### src/rtl/xbar_slv_rd_resp_pkg.sv
// Shared types and defaults for the crossbar slave read responder:
// FSM encoding, default bus widths and the out-of-range data pattern.
package xbar_slv_rd_resp_pkg;

    typedef enum logic [1:0] {
        ST_IDLE = 2'd0,
        ST_WAIT = 2'd1,
        ST_RESP = 2'd2
    } rd_state_e;

    localparam int AW_DEF = 12;
    localparam int DW_DEF = 32;
    localparam int SW_DEF = 4;

    // Supported memory read latency window; the latency counter is 2 bits wide.
    localparam int RD_LAT_MIN = 1;
    localparam int RD_LAT_MAX = 4;

    localparam logic [31:0] ERR_DATA_DEF = 32'hDEAD_BEEF;

endpackage

### src/rtl/xbar_slv_rd_resp_if.sv
// Read-beat handshake and SRAM read port seen by one slave responder.
interface xbar_slv_rd_resp_if
    import xbar_slv_rd_resp_pkg::*;
#(
    parameter int AW = AW_DEF,
    parameter int DW = DW_DEF,
    parameter int SW = SW_DEF
);
    logic          iRdReq;
    logic          iRdValid;
    logic [AW-1:0] iRdAddr;
    logic [SW-1:0] iRdSel;
    logic          iRdLast;
    logic          oRdReady;
    logic [DW-1:0] oRdData;
    logic          oMemRdEn;
    logic [AW-1:0] oMemRdAddr;
    logic [DW-1:0] iMemRdData;
    logic          oBusy;
    logic          oErr;
    logic          oBurstDone;

    modport slave (
        input  iRdReq, iRdValid, iRdAddr, iRdSel, iRdLast, iMemRdData,
        output oRdReady, oRdData, oMemRdEn, oMemRdAddr, oBusy, oErr, oBurstDone
    );

    modport master (
        output iRdReq, iRdValid, iRdAddr, iRdSel, iRdLast, iMemRdData,
        input  oRdReady, oRdData, oMemRdEn, oMemRdAddr, oBusy, oErr, oBurstDone
    );
endinterface

### src/rtl/xbar_slv_rd_resp_sel_mask.sv
// Expands an SW-bit byte select into a DW-bit byte mask; shared with the write path.
module xbar_sel_mask #(
    parameter int SW = 4,
    parameter int DW = 32
) (
    input  logic [SW-1:0] sel_i,
    output logic [DW-1:0] mask_o
);
    for (genvar k = 0; k < SW; k++) begin : g_byte
        assign mask_o[8*k +: 8] = {8{sel_i[k]}};
    end
endmodule

### src/rtl/xbar_slv_rd_resp.sv
// Slave-side read responder: one SRAM read per beat, byte-masked data and a
// single-cycle ready pulse; out-of-range beats return ERR_DATA without a memory access.
module xbar_slv_rd_resp
    import xbar_slv_rd_resp_pkg::*;
#(
    parameter int          AW       = 12,
    parameter int          DW       = 32,
    parameter int          SW       = 4,
    parameter int          DEPTH    = 1024,
    parameter int          RD_LAT   = 1,
    parameter logic [DW-1:0] ERR_DATA = DW'(ERR_DATA_DEF)
) (
    input  logic              iClk,
    input  logic              iRst,
    xbar_slv_rd_resp_if.slave bus
);
    localparam logic [AW:0] DEPTH_C    = (AW+1)'(DEPTH);
    localparam logic [1:0]  LAT_LOAD_C = 2'(RD_LAT - 1);

    rd_state_e     state_q, state_d;
    logic [AW-1:0] addr_q, addr_d;
    logic [SW-1:0] sel_q, sel_d;
    logic          last_q, last_d;
    logic [DW-1:0] data_q, data_d;
    logic [1:0]    cnt_q, cnt_d;
    logic          err_q, err_d;
    logic          abort_q, abort_d;

    logic          in_range_s;
    logic          mem_en_s;
    logic          ready_s;
    logic [DW-1:0] mask_s;

    assign in_range_s = ({1'b0, bus.iRdAddr} < DEPTH_C);

    xbar_sel_mask #(.SW(SW), .DW(DW)) u_sel_mask (
        .sel_i  (sel_q),
        .mask_o (mask_s)
    );

    // State and beat-context registers.
    always_ff @(posedge iClk) begin
        if (iRst) begin
            state_q <= ST_IDLE;
            addr_q  <= '0;
            sel_q   <= '0;
            last_q  <= 1'b0;
            data_q  <= '0;
            cnt_q   <= 2'd0;
            err_q   <= 1'b0;
            abort_q <= 1'b0;
        end else begin
            state_q <= state_d;
            addr_q  <= addr_d;
            sel_q   <= sel_d;
            last_q  <= last_d;
            data_q  <= data_d;
            cnt_q   <= cnt_d;
            err_q   <= err_d;
            abort_q <= abort_d;
        end
    end

    // Next-state logic, memory strobe and ready decision.
    always_comb begin
        state_d  = state_q;
        addr_d   = addr_q;
        sel_d    = sel_q;
        last_d   = last_q;
        data_d   = data_q;
        cnt_d    = cnt_q;
        err_d    = err_q;
        abort_d  = abort_q;
        mem_en_s = 1'b0;
        ready_s  = 1'b0;
        case (state_q)
            ST_IDLE: begin
                if (bus.iRdReq && bus.iRdValid) begin
                    addr_d  = bus.iRdAddr;
                    sel_d   = bus.iRdSel;
                    last_d  = bus.iRdLast;
                    abort_d = 1'b0;
                    if (in_range_s) begin
                        mem_en_s = 1'b1;
                        cnt_d    = LAT_LOAD_C;
                        err_d    = 1'b0;
                        state_d  = ST_WAIT;
                    end else begin
                        data_d  = ERR_DATA;
                        err_d   = 1'b1;
                        state_d = ST_RESP;
                    end
                end else begin
                    state_d = ST_IDLE;
                end
            end
            ST_WAIT: begin
                // A dropped request still lets the SRAM read finish; only the response is lost.
                if (!bus.iRdReq) begin
                    abort_d = 1'b1;
                end else begin
                    abort_d = abort_q;
                end
                if (cnt_q != 2'd0) begin
                    cnt_d = cnt_q - 2'd1;
                end else begin
                    data_d  = bus.iMemRdData;
                    state_d = ST_RESP;
                end
            end
            ST_RESP: begin
                ready_s = bus.iRdReq && !abort_q;
                abort_d = 1'b0;
                err_d   = 1'b0;
                state_d = ST_IDLE;
            end
            default: begin
                state_d = ST_IDLE;
            end
        endcase
    end

    assign bus.oRdReady   = ready_s && !iRst;
    assign bus.oRdData    = bus.oRdReady ? (data_q & mask_s) : '0;
    assign bus.oErr       = bus.oRdReady && err_q;
    assign bus.oBurstDone = bus.oRdReady && last_q;
    assign bus.oMemRdEn   = mem_en_s && !iRst;
    assign bus.oMemRdAddr = bus.oMemRdEn ? bus.iRdAddr : '0;
    assign bus.oBusy      = (state_q != ST_IDLE) && !iRst;

endmodule

### src/flat_wrapper.sv
// flat-port wrapper written by rule: the top's interface ports become plain ports
module xbar_slv_rd_resp_flat import xbar_slv_rd_resp_pkg::*;
#(
    parameter int          AW       = 12,
    parameter int          DW       = 32,
    parameter int          SW       = 4,
    parameter int          DEPTH    = 1024,
    parameter int          RD_LAT   = 1,
    parameter logic [DW-1:0] ERR_DATA = DW'(ERR_DATA_DEF)
)
  (iClk, iRst, bus_iRdReq, bus_iRdValid, bus_iRdAddr, bus_iRdSel, bus_iRdLast, bus_iMemRdData, bus_oRdReady, bus_oRdData, bus_oMemRdEn, bus_oMemRdAddr, bus_oBusy, bus_oErr, bus_oBurstDone);
  xbar_slv_rd_resp_if #(.AW(AW), .DW(DW), .SW(SW)) bus_i ();
  input  logic iClk;
  input  logic iRst;
  input wire logic [$bits(bus_i.iRdReq)-1:0] bus_iRdReq;
  input wire logic [$bits(bus_i.iRdValid)-1:0] bus_iRdValid;
  input wire logic [$bits(bus_i.iRdAddr)-1:0] bus_iRdAddr;
  input wire logic [$bits(bus_i.iRdSel)-1:0] bus_iRdSel;
  input wire logic [$bits(bus_i.iRdLast)-1:0] bus_iRdLast;
  input wire logic [$bits(bus_i.iMemRdData)-1:0] bus_iMemRdData;
  output wire logic [$bits(bus_i.oRdReady)-1:0] bus_oRdReady;
  output wire logic [$bits(bus_i.oRdData)-1:0] bus_oRdData;
  output wire logic [$bits(bus_i.oMemRdEn)-1:0] bus_oMemRdEn;
  output wire logic [$bits(bus_i.oMemRdAddr)-1:0] bus_oMemRdAddr;
  output wire logic [$bits(bus_i.oBusy)-1:0] bus_oBusy;
  output wire logic [$bits(bus_i.oErr)-1:0] bus_oErr;
  output wire logic [$bits(bus_i.oBurstDone)-1:0] bus_oBurstDone;
  assign bus_i.iRdReq = bus_iRdReq;
  assign bus_i.iRdValid = bus_iRdValid;
  assign bus_i.iRdAddr = bus_iRdAddr;
  assign bus_i.iRdSel = bus_iRdSel;
  assign bus_i.iRdLast = bus_iRdLast;
  assign bus_i.iMemRdData = bus_iMemRdData;
  assign bus_oRdReady = bus_i.oRdReady;
  assign bus_oRdData = bus_i.oRdData;
  assign bus_oMemRdEn = bus_i.oMemRdEn;
  assign bus_oMemRdAddr = bus_i.oMemRdAddr;
  assign bus_oBusy = bus_i.oBusy;
  assign bus_oErr = bus_i.oErr;
  assign bus_oBurstDone = bus_i.oBurstDone;
  xbar_slv_rd_resp #(.AW(AW), .DW(DW), .SW(SW), .DEPTH(DEPTH), .RD_LAT(RD_LAT), .ERR_DATA(ERR_DATA)) u_core (.iClk(iClk), .iRst(iRst), .bus(bus_i));
endmodule
### config.mk
export PLATFORM = sky130hd
export DESIGN_NAME = xbar_slv_rd_resp_flat
export DESIGN_NICKNAME = d
export VERILOG_FILES = /design/src/rtl/xbar_slv_rd_resp_pkg.sv /design/src/rtl/xbar_slv_rd_resp_if.sv /design/src/rtl/xbar_slv_rd_resp_sel_mask.sv /design/src/rtl/xbar_slv_rd_resp.sv /design/src/flat_wrapper.sv
export SDC_FILE = /design/constraint.sdc
export NUM_CORES = 1
export LEC_CHECK = 0
export ABC_AREA = 1
export CORE_AREA = 2 2 79 81
export CTS_CLUSTER_SIZE = 30
export DETAILED_ROUTE_END_ITERATION = 8
export DIE_AREA = 0 0 81 83
export PLACE_DENSITY_LB_ADDON = 0.15
export SKIP_LAST_GASP = 1
export SLEW_MARGIN = 25
export SYNTH_ARGS = -nofsm -noshare
export SYNTH_HDL_FRONTEND = slang
export SYNTH_SLANG_ARGS = --single-unit
### constraint.sdc
create_clock -name iClk -period 1.8 [get_ports iClk]
set_clock_uncertainty 0.2 [all_clocks]
set_input_delay 0.18 -clock iClk [delete_from_list [all_inputs] [get_ports iClk]]
set_output_delay 0.18 -clock iClk [all_outputs]
set_load 0.005 [all_outputs]
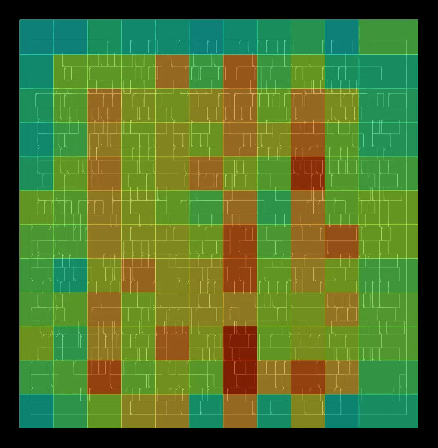
run_1/final_congestion.png
Most Used Layer, Global Route: met2
GR met1 Demand/Resource: 25.1%
GR Util met2: 36.6%
met3 Use GR: 4.78%
global routing usage summed across all routing layers: 20.7%

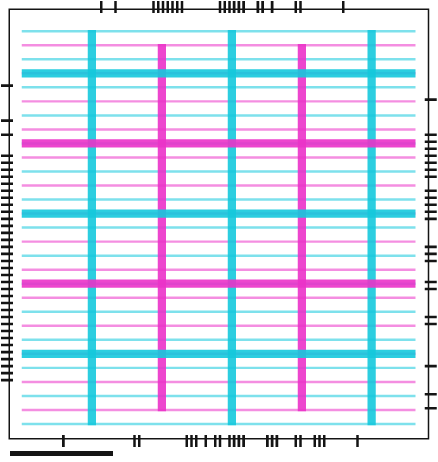
run_1/pdn.png
Bar = 20 µm. Pins as bars on the die edge.
Magenta stands for VDD. Cyan stands for VSS.
The core has 28 rows. 29 met1 rails follow the rows. 102 signal pins sit on the boundary. 5 straps on met5. 5 straps on met4.

==> run notes, run 1 <==
Implementation numbers.

- The run finished, with violations left.
- The checks that failed: negative setup slack.
- The dominant combinational cell family by area after synthesis is simple AND/OR/NAND/NOR gates.
- For reference, compound AND-OR and OR-AND cells occupy 4.87% of the area reported after synthesis.
- The longest clock path from root to sink contains 2 buffers.
- Per the repair_timing log after CTS, setup buffers inserted total 8.
- After layout, the buffer instance count without clock buffers stands at 130.
- The cell sequence reported for the critical path is inv_2 -> or2_1 -> nor2_4 -> buf_12 -> nand2_8 -> buf_6 -> nor2_4 -> buf_2.
- The part of the power in registers is 50.8%.
- The kind of cell with the highest combined delay along the critical path is simple AND/OR/NAND/NOR gates.
- After detailed routing, the number of vias per cell comes to 4.77.
- In this design, the critical path's most frequently occurring cell is sky130_fd_sc_hd__nor2_4.
- The vertical extent of the die is 83 µm.
- The number of sequential storage elements is 43.
- The switching power is 0.546 mW.
- The met2 routed wirelength is 3470 µm.
- The pre-CTS setup slack is -479 ps.
- The report lists the number of cells resized after CTS as 176.
- The last element of the critical path is bus_oRdData[6].
- The count of synthesis-stage warnings from yosys is 0.
- STA classifies the critical path endpoint as an output pin.
- Entering global routing, the biggest net connects 35 pins.
- The end point of the worst hold path is u_core.abort_q.
- For the worst reg-to-reg path, the startpoint reported by OpenROAD is u_core.cnt_q[0].
- The clock period minus worst slack is 1980 ps.
- Summing all multi-input logic gate instances after layout gives 0.00115 mm².
- The slack of the worst reg-to-reg path is 240 ps.
- The combinational share of power is 20.3%.
- The fraction of final cell area spent on clock buffers and inverters in this run is 2.22%.
- The fraction of final layout cells with drive strength greater than 1 is 24.3%.
- The design draws 2.03 mW.
- The cell with the most instances after synthesis is sky130_fd_sc_hd__inv_1.
- The inverter count of the layout excluding clock inverters is 99.
- The path depth of the worst reg2reg path is 7.
- The gate count after technology mapping is 364.
- Checking hold timing, the worst path is listed with class in -> reg.
- Summing all flip-flop and latch instances after layout gives 862 µm².
- Net switching is 26.9% of the power.
- Along the worst hold path, the cell count comes to 3.
- The detailed-routing wirelength on met1 is 2810 µm.
- The final antenna diode count is 0.
- Yosys reported a register bit count of 43.
- The internal power summed over all cells is 1.48 mW.
- The highest metal layer with signal wires is met4.
- The longest incremental delay of any stage on the critical path is reported as 350 ps.
- The number of logic gates is 197.
- The cell total in the yosys stat output is 364.
- Cells fill 63.1% of the core in the end.
- The total of endpoints with negative setup slack in the final report is 35.
- After Yosys synthesis, XOR and XNOR cells account for 0% of the synthesized area.
- The critical path data arrival time is 1600 ps.
- The biggest area contributor in the post-synthesis netlist is sky130_fd_sc_hd__dfxtp_1.
- Multi-input logic gates represent a cell area share of 31.3%.
- Buffers inserted during clock tree synthesis total 5.
- The first global-routing pass estimated 11400 µm of wire.
- The chip width is 81 µm.
- The iteration-0 DRC count of the detailed router is 124.
- The number of fillers in the final layout is 573.
- The critical setup path kind is reg -> out.
- The synthesized netlist occupies a cell area of 0.00237 mm².
- Counting flops with an async set or reset pin after synthesis yields a share of 0%.
- Per the timing report, the most critical flop-to-flop path finishes at u_core.data_q[28].
- Per the synthesis report, the adder-cell share of the synthesized area is 0.529%.
- The power group with the largest share is registers.
- Per STA, the startpoint of the critical path is u_core.state_q[1].
- The worst min-delay path startpoint is bus_iRdReq.
- The number of flops mapped to enable cells by yosys is 0.
- The power in sequential cells is 1.03 mW.
- Summed over all nets, wire length on met3 after detailed routing comes to 473 µm.
- The total number of nets in the final design is 530.
- Per the run report, area growth between synthesis and finish was 55.2%.
- For reference, the clock transition at the flip-flops on the worst setup and hold paths is 80 ps.
- The number of max-slew violations in the final report is 0.
- Setup repair after global routing could not meet its margin everywhere.
- As reported, the later end of the worst-skew pair has a clock insertion delay of 280 ps.
- The via count of the first global-routing pass is 2532.
- The number of levels in the clock H-tree is 2.
- Yosys reports a chip area of 0.00237 mm².
- STA classifies the critical path startpoint as a register.
- The number of violations of the max-capacitance limit is 0.
- Summing the sequential cell areas from Yosys gives 36.4% of the chip area.
- The number of I/O pins is 102.
- The count of buffer and inverter cells on the critical path is 4.
- The cell count after placement is 536.
- The final non-filler cell total is 552.
- The number of DRC violations after detailed routing is 0.
- The chip area is 0.00672 mm².
- The initial antenna violation count was 0.
- The flow inserted 75 tap cells.
- Clock tree synthesis selected as its root buffer the cell sky130_fd_sc_hd__clkbuf_8.
- The global placer's final weighted congestion is 0.758.
- The post-cts hold buffer count is 0.
- Once routing completed, OpenROAD measured the worst setup slack at -183 ps.
- The proportion of netlist area held by the largest area contributor is 36.4%.
- The first TritonRoute pass finished after 4 iterations.
- Ranked by total cell area, the synthesized netlist is headed by sky130_fd_sc_hd__dfxtp_1 36%, sky130_fd_sc_hd__inv_1 15%, sky130_fd_sc_hd__nand3_1 13%.
- The stage-log warning count is 28.
- Setup total negative slack on the finished layout was measured at -4060 ps.
- The total leakage power is 1.87 nW.
- The final cycle utilization of the critical path is 110%.
- The final hold violation count recorded for this run is 0.
- The total of clock buffers placed in the layout is 7.
- Along the worst path, the maximum fanout reaches 5.
- For the worst setup path, the data required time is 1420 ps.
- Once detailed placement completed, the half-perimeter wirelength came to 4650 µm.
- The largest cell class by area is multi-input combinational cells.
- Among all stages on the critical path, the largest delay is contributed by sky130_fd_sc_hd__dfxtp_2.
- TritonCTS built the clock tree.
- The total congestion overflow after global routing is 0.
- Before placement the cells fill 40.7% of the core.
- For reference, the top cells by count after synthesis are 97 x sky130_fd_sc_hd__inv_1, 62 x sky130_fd_sc_hd__nand3_1, 43 x sky130_fd_sc_hd__dfxtp_1, 43 x sky130_fd_sc_hd__nor2_1, 33 x sky130_fd_sc_hd__nand4_1.
- Dividing the synthesized area by the synthesized cell count gives 6.50 µm².
- The sink count of the clock tree is 43.
- Post-synth the commonest register cell is sky130_fd_sc_hd__dfxtp_1.
- The most critical hold endpoint after final layout shows a slack of 162 ps.
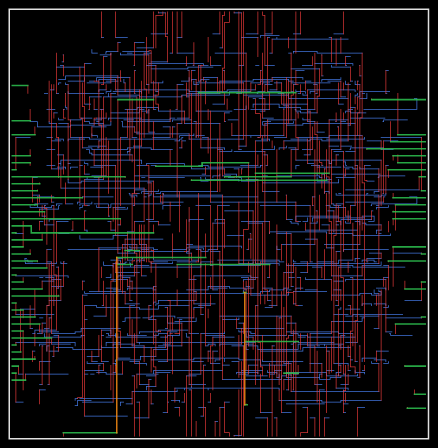
run_1/metal_stack.png
Green stands for met3, wire length 474 µm. Red stands for met2, wire length 3470 µm. Blue stands for met1, wire length 2810 µm. Orange stands for met4, wire length 55.8 µm.
routed wire length per instance: 12.3 µm
total wire length: 6810 µm
total number of vias: 2632

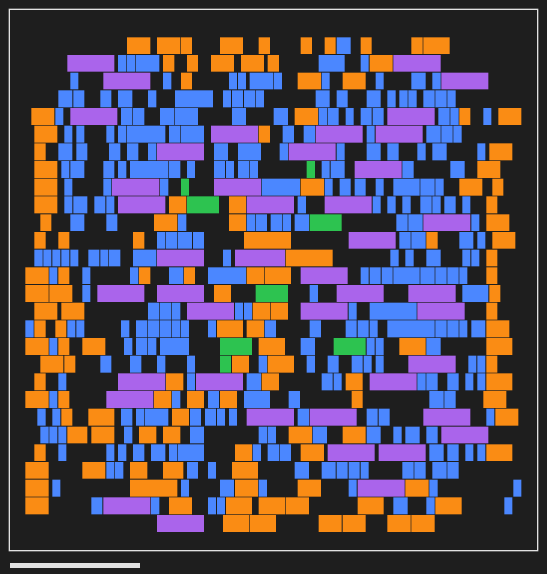
run_1/cell_classes.png
Bar = 20 µm.
Purple stands for flip-flops, cells 43, share of their area 24%. Blue stands for all other logic, cells 296, share of their area 42%. Green stands for clock drivers and dummy loads, cells 8, share of their area 2.3%. Orange stands for other buffers and delay cells, cells 130, share of their area 31%.
fraction of standard cell area that is sequential: 23.5%
row count: 28
post-route cell area: 0.00367 mm²
core outline area: 0.00582 mm²

-- run 1: flip-flops by register name, summed over array words and instances (netlist names) --
| signal | cells |
|---|---|
| u_core.last_q | 1 |
| u_core.sel_q | 4 |
| u_core.data_q | 32 |
| u_core.err_q | 1 |
| u_core.state_q | 2 |
| u_core.cnt_q | 2 |
| u_core.abort_q | 1 |
-- run 1: cell usage in the layout (no fill, tap or decap), drive strengths merged, types with 6 or more instances in the layout --
master,netlist,layout
a21oi,17,17
buf,13,59
clkbuf,13,16
clkdlybuf4s15,0,9
clkdlybuf4s50,0,51
dfxtp,43,43
inv,99,99
nand2,18,18
nand3,62,62
nand4,33,33
nor2,45,45
nor3,11,11
o21ai,6,6
run_1/clock_map.png
Bar = 20 µm.
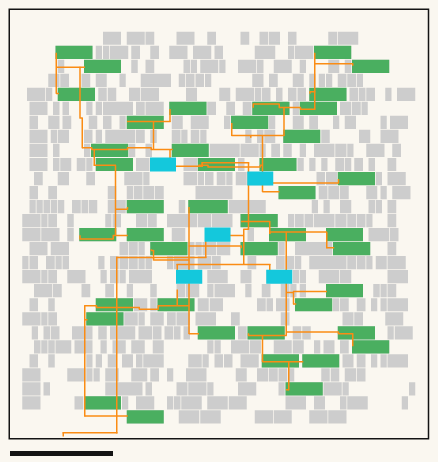

==> run 2, diff against run 1 <==
--- a/config.mk
+++ b/config.mk
@@ -6,11 +6,12 @@
 export NUM_CORES = 1
 export LEC_CHECK = 0
 export ABC_AREA = 1
+export CAP_MARGIN = 5
 export CORE_AREA = 2 2 79 81
 export CTS_CLUSTER_SIZE = 30
 export DETAILED_ROUTE_END_ITERATION = 8
 export DIE_AREA = 0 0 81 83
-export PLACE_DENSITY_LB_ADDON = 0.15
+export PLACE_DENSITY = 0.73
 export SKIP_LAST_GASP = 1
 export SLEW_MARGIN = 25
 export SYNTH_ARGS = -nofsm -noshare
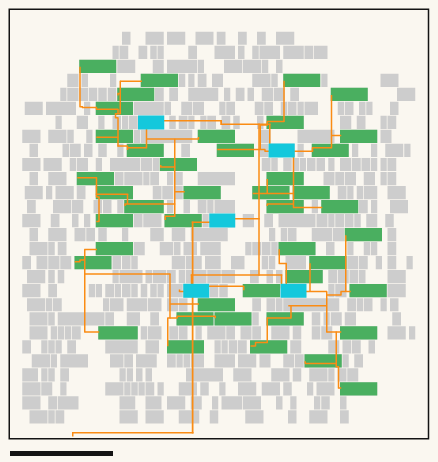
run_2/clock_map.png
Bar = 20 µm.
Green stands for flip-flops, count 43. Cyan stands for cells driving clock nets, count 5. Orange stands for clock wires, length 533 µm.
There are 6 routed clock nets.

==> run 2 against run 1 <==
  * The run still ends with negative setup slack left
  * Area after synthesis stayed put
  * Combinational power hardly changed
  * Via count is 2.6% higher
  * Register-to-register slack worse by 40 ps
  * Design area is 0.95% higher
  * Hold slack worse by 26 ps
  * Final cell count is 0.18% lower
  * Sequential cell count stayed put
  * Non-clock buffer count is 1 lower
  * Core utilization is 0.60 points higher
  * Largest power group unchanged
==> run notes, run 2 <==
Implementation numbers.

- The flow ran to the end, but the final reports show violations.
- The checks that failed: negative setup slack.
- The critical path startpoint is u_core.state_q[1].
- In the synthesized netlist the dominant register cell turns out to be sky130_fd_sc_hd__dfxtp_1.
- Across all setup checks in the final design, the least slack found is -253 ps.
- Per the hold report, the tightest min-delay path originates at bus_iRdReq.
- Registers are responsible for 46.9% of the overall power.
- The largest net degree at the start of global routing is 34.
- The sink count of the clock tree is 43.
- The number of flops mapped to enable cells by yosys is 0.
- The clock network fraction of design power is 34.5%.
- The startpoint of the most critical register-to-register path is u_core.state_q[1].
- Among all cell types in the netlist, the one instantiated most often is sky130_fd_sc_hd__inv_1.
- The met3 wire length is 566 µm.
- The layout has 5 clock buffers.
- The dominant power group in this design is registers.
- The sum of negative setup slack is -5110 ps.
- The iteration-0 DRC count of the detailed router is 145.
- The slack of the worst reg-to-reg path is 200 ps.
- The global-route usage over all layers is 21.8%.
- The layout buffer count excluding clock buffers is 129.
- The detailed router reported a total wirelength of 7210 µm.
- The power report lists the combinational group at 0.410 mW.
- Setup repair after global routing could not meet its margin everywhere.
- The cell with the biggest individual delay on the critical path is sky130_fd_sc_hd__dfxtp_2.
- The initial antenna violation count was 0.
- The inverter count of the layout excluding clock inverters is 99.
- The number of iterations in the first detailed-routing pass is 4.
- The skew report gives the latency at the later pin of the worst-skew pair as 300 ps.
- The multi-input combinational cells in the finished layout cover a total of 0.00116 mm².
- The area fraction in full adders, half adders and majority gates is 0.529%.
- The worst setup path is launched from a register.
- The largest registers in the layout are u_core.data_q x32, u_core.sel_q x4.
- The number of buffers and inverters on the critical path is 5.
- The report shows a maximum critical-path fanout of 3.
- Yosys reports that the most numerous cell types are 97 x sky130_fd_sc_hd__inv_1, 62 x sky130_fd_sc_hd__nand3_1, 43 x sky130_fd_sc_hd__dfxtp_1, 43 x sky130_fd_sc_hd__nor2_1, 33 x sky130_fd_sc_hd__nand4_1.
- The final count of hold timing violations is 0.
- The most numerous logic cell after layout is sky130_fd_sc_hd__inv_1.
- The wire length of the first global-routing pass is 11600 µm.
- The post-route netlist has 25.0% of its cells at a drive strength greater than 1.
- The gate count after technology mapping is 364.
- Per the synth log, the flip-flop and latch total comes to 43.
- The fraction of met1 tracks used by global routing is 25.1%.
- The XOR/XNOR share of the synthesized area is 0%.
- The starting density of the core is 40.7%.
- Max-slew check failures listed in the final report amount to 0.
- The final cycle utilization of the critical path is 114%.
- The flow measured a signed area growth from synthesis to layout of 56.6%.
- The number of DRC violations after detailed routing is 0.
- The ratio of routed vias to standard cells is 4.90.
- Summing the sequential cell areas from Yosys gives 36.4% of the chip area.
- The synthesized netlist was found by Yosys to have 364 cells.
- The analysis attributes to net switching a power of 0.585 mW.
- The stage-log warning count is 28.
- The number of levels in the clock H-tree is 2.
- The main area contributors are sky130_fd_sc_hd__dfxtp_1 36%, sky130_fd_sc_hd__inv_1 15%, sky130_fd_sc_hd__nand3_1 13%.
- The total number of nets in the final design is 529.
- The met2 routed wirelength is 3720 µm.
- The number of violations of the max-capacitance limit is 0.
- The via count of the first global-routing pass is 2571.
- The register containing the most flip-flops in the final layout is u_core.data_q.
- The critical path data arrival time is 1670 ps.
- The count of synthesis-stage warnings from yosys is 0.
- The total vias in the final route is 2701.
- The path depth of the worst reg2reg path is 8.
- The global routing met2 resource utilization is 37.5%.
- There are 43 flip-flops and latches.
- The flip-flop and latch share of the layout cell area is 23.3%.
- The area fraction in compound gates after synthesis is 4.87%.
- The number of stages on the worst hold path is 3.
- After synthesis, the share of flip-flops with an asynchronous set or reset is 0%.
- The final hold slack is 136 ps.
- The tap cell count is 75.
- The CTS tree is done.
- The post-route core utilization is 63.7%.
- Fill cells in the final layout number 553.
- The finished layout holds 551 standard cells, fillers aside.
- The clock-pin slew on the worst setup and hold paths is 90 ps.
- The layer carrying the most global-route usage is met2.
- In the final design, more cell area goes to multi-input combinational cells than to any other class.
- The critical setup path kind is reg -> out.
- According to the floorplan report, the placeable core area is 0.00582 mm².
- The worst setup path is captured at an output pin.
- The cell chosen for the clock root is sky130_fd_sc_hd__clkbuf_8.
- The post-route standard cell area excluding fillers is 0.00371 mm².
- The synthesized netlist occupies a cell area of 0.00237 mm².
- STA reports the tightest min-delay check as being of type in -> reg.
- The detailed-routing wirelength on met1 is 2740 µm.
- The number of I/O pins is 102.
- For this run, the script counts the antenna cells in the layout as 0.
- The total congestion overflow after global routing is 0.
- The HPWL after detailed placement is 4930 µm.
- Walking the worst path, the cells encountered are inv_2 -> or2_4 -> nor2_4 -> inv_2 -> buf_6 -> buf_6 -> nor3_4 -> buf_2.
- The overall power is 2.20 mW.
- The pre-CTS setup slack is -461 ps.
- The total clock buffers created by CTS is 5.
- The cell taking the most area after synthesis is sky130_fd_sc_hd__dfxtp_1.
- The total leakage power is 1.95 nW.
- The register with the most flip-flops in the layout has 32 of them.
- From bottom edge to top edge, the die measures 83 µm.
- On the critical path the largest part of the delay comes from buffers and inverters.
- The number of buffers on the longest clock path is 2.
- The power in sequential cells is 1.03 mW.
- The area taken by flip-flops and latches is 863 µm².
- The Yosys chip area is 0.00237 mm².
- The mean instance size in the synthesized netlist is 6.50 µm².
- According to the cell report, the number of logic gates is 197.
- The multi-input combinational area share is 31.3%.
- The last timing report of the flow puts the setup violation total at 35.
- The dominant combinational cell family by area after synthesis is simple AND/OR/NAND/NOR gates.
- The clock period minus worst slack is 2050 ps.
- The clock-cell share of area is 3.04%.
- STA puts the critical path data required time at 1420 ps.
- Internal power comes to 1.62 mW.
- The highest metal layer with signal wires is met4.
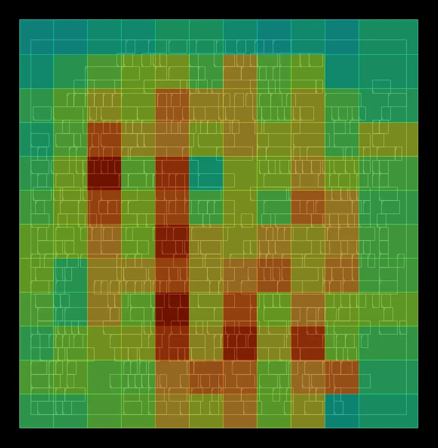
run_2/final_congestion.png
met3 Use GR: 6.09%
routed wire length per instance: 13.1 µm

-- run 2: cell counts after synthesis --
No cell type changed its count.
-- run 2: what timing repair did --
action	4_1_cts	5_1_grt
hold buffers	0	0
cloned	1	1
pin swaps	14	7
setup endpoints to repair	47	45
resized	202	23
buffers inserted	11	2
endpoints found under the hold margin	0	0
-- run 2: logic make-up (layout without fill, tap and decap cells) --
family	Yosys count	count (layout)
AND/OR/NAND/NOR	171	171
buffers and inverters	125	236
flip-flops	43	43
AND-OR/OR-AND	23	23
adder cells (fa/ha/maj)	1	1
other	1	2
-- run 2: final timing paths --
kind / end
max: bus_oRdData[9]
min: u_core.abort_q
max reg2reg: u_core.data_q[1]
min reg2reg: u_core.err_q
run_2/metal_stack.png
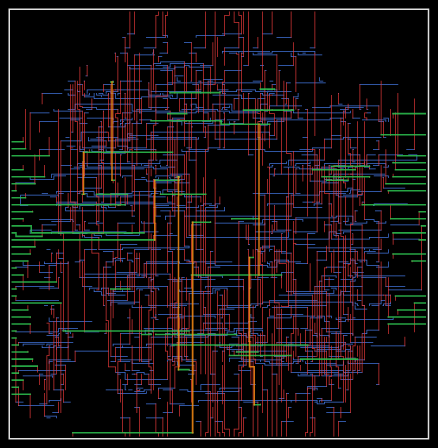

==> run 3, diff against run 2 <==
--- a/config.mk
+++ b/config.mk
@@ -12,6 +12,7 @@
 export DETAILED_ROUTE_END_ITERATION = 8
 export DIE_AREA = 0 0 81 83
 export PLACE_DENSITY = 0.73
+export SETUP_SLACK_MARGIN = 0.05
 export SKIP_LAST_GASP = 1
 export SLEW_MARGIN = 25
 export SYNTH_ARGS = -nofsm -noshare
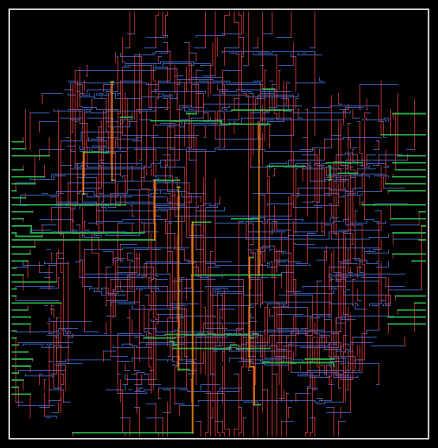
run_3/metal_stack.png
Green stands for met3, wire length 490 µm. Red stands for met2, wire length 3680 µm. Orange stands for met4, wire length 174 µm. Blue stands for met1, wire length 2870 µm.
total number of vias: 2687
global routing usage summed across all routing layers: 21.8%
routed wire length per instance: 13.1 µm
total wire length: 7220 µm

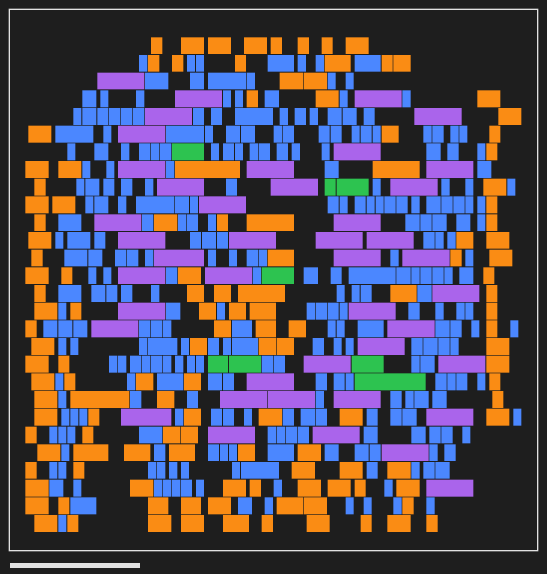
run_3/cell_classes.png
Bar = 20 µm.
Purple stands for flip-flops, cells 43, share of their area 24%. Green stands for clock drivers and dummy loads, cells 8, share of their area 3.1%. Orange stands for other buffers and delay cells, cells 130, share of their area 31%. Blue stands for all other logic, cells 296, share of their area 42%.
Finished Core Util: 63.7%
post-route cell area: 0.00371 mm²
fraction of standard cell area that is sequential: 23.3%

==> run 3 against run 2 <==
  * The run still ends with negative setup slack left
  * Synthesized cell count stayed put
  * First-iteration DRC count is 17% higher
  * Sequential power hardly changed
  * Sequential cell count stayed put
  * Area after synthesis stayed put
  * Total power is 0.15% higher
  * Highest routed layer unchanged
==> run notes, run 3 <==
Implementation numbers.

- The flow ran to the end, but the final reports show violations.
- The final reports fail on negative setup slack.
- OpenROAD reports that the post-layout worst path occupies 114% of the period.
- The worst setup path is of the reg -> out kind.
- The cell with the biggest individual delay on the critical path is sky130_fd_sc_hd__dfxtp_2.
- STA classifies the critical path endpoint as an output pin.
- The flip-flop and latch count after synthesis is 43.
- The layer carrying the most global-route usage is met2.
- After Yosys synthesis, XOR and XNOR cells account for 0% of the synthesized area.
- The chip occupies 0.00672 mm².
- The most critical hold endpoint after final layout shows a slack of 137 ps.
- The proportion of synthesized flip-flops having asynchronous set or reset is 0%.
- Between the synthesized netlist and the finished layout, the area growth was recorded as 56.6%.
- The sink count of the clock tree is 43.
- The mean instance size in the synthesized netlist is 6.50 µm².
- Net switching is 26.6% of the power.
- The critical path contains buffers and inverters numbering 5 combined.
- The area fraction in full adders, half adders and majority gates is 0.529%.
- The half-perimeter wire length of the detailed placement result is 4930 µm.
- The register with the most flip-flops in the layout has 32 of them.
- The min-delay analysis places its worst path in the category in -> reg.
- The total clock buffers created by CTS is 5.
- The detailed-routing wirelength on met1 is 2870 µm.
- The total number of nets in the final design is 530.
- The stage-log warning count is 28.
- The register with the most flip-flops in the final layout is u_core.data_q.
- The global routing report lists met3 layer usage as 6.09%.
- Per the post-CTS timing run, clock transition at the registers of the reported paths is 90 ps.
- The chip width is 81 µm.
- TritonCTS built the clock tree.
- The switching power is 0.588 mW.
- Among the non-sequential cells, simple AND/OR/NAND/NOR gates take the most area.
- The Yosys chip area is 0.00237 mm².
- The clock period minus worst slack is 2050 ps.
- Tracing the worst setup path back leads to its startpoint at u_core.state_q[1].
- The total leakage power is 1.95 nW.
- The number of flops mapped to enable cells by yosys is 0.
- The part of the power in registers is 46.9%.
- The count of synthesis-stage warnings from yosys is 0.
- Once the clock tree was built, the resizer swapped 202 gates to a different size.
- The registers reported with the highest flop counts are u_core.data_q x32, u_core.sel_q x4.
- The last timing report of the flow puts the setup violation total at 39.
- The cell taking the most area after synthesis is sky130_fd_sc_hd__dfxtp_1.
- The first global-routing pass estimated 11600 µm of wire.
- Power comes to 2.21 mW.
- The capture point of the critical path was reported as bus_oRdData[9].
- The largest net degree at the start of global routing is 34.
- In the global route stage, met2 resource usage came out at 37.5%.
- The cell total in the yosys stat output is 364.
- The via count of the first global-routing pass is 2573.
- In this run the register-to-register setup slack is 220 ps.
- For this block, the initial DRC count from the detailed router was 169.
- The mapped netlist covers 0.00237 mm².
- Before placement the cells fill 40.7% of the core.
- Buffers inserted to repair hold after CTS numbered 0.
- The startpoint of the most critical register-to-register path is u_core.cnt_q[0].
- In this run the most critical hold path is launched from bus_iRdReq.
- Using the TritonRoute via totals, the vias-per-cell ratio works out to 4.87.
- The footprint of the multi-input gates is 0.00115 mm².
- The die is 83 µm tall.
- During I/O placement, the number of pins put on the boundary was 102.
- The worst setup path is launched from a register.
- Once routing completed, OpenROAD measured the worst setup slack at -253 ps.
- The signal on the critical path passes through inv_2 -> or2_4 -> nor2_4 -> inv_2 -> buf_6 -> buf_6 -> nor3_4 -> buf_2.
[run 3: cell counts after synthesis]
Identical to the previous run, type by type.
[run 3: power groups by stage]
| stage | clock (mW) | combinational (mW) | sequential, mW |
|---|---|---|---|
| 3_3_place_gp | 0 | 0.372 | 1.05 |
| 4_1_cts | 0.773 | 0.396 | 1.03 |
| 6_report | 0.763 | 0.410 | 1.03 |
| 2_1_floorplan | 0 | 0.200 | 1.05 |
| 5_1_grt | 0.813 | 0.457 | 1.04 |
| 3_5_place_dp | 0 | 0.382 | 1.05 |
[run 3: layout make-up]
type / instances / area share [%]
inverter: 99 / 10.0
timing repair buffer: 130 / 30.0
sequential: 43 / 23.3
clock inverter: 3 / 1.18
multi-input combinational: 197 / 31.1
clock buffer: 5 / 1.86
tap: 75 / 2.53
Power figures rest on the tool's default switching activity, not on a simulated workload.
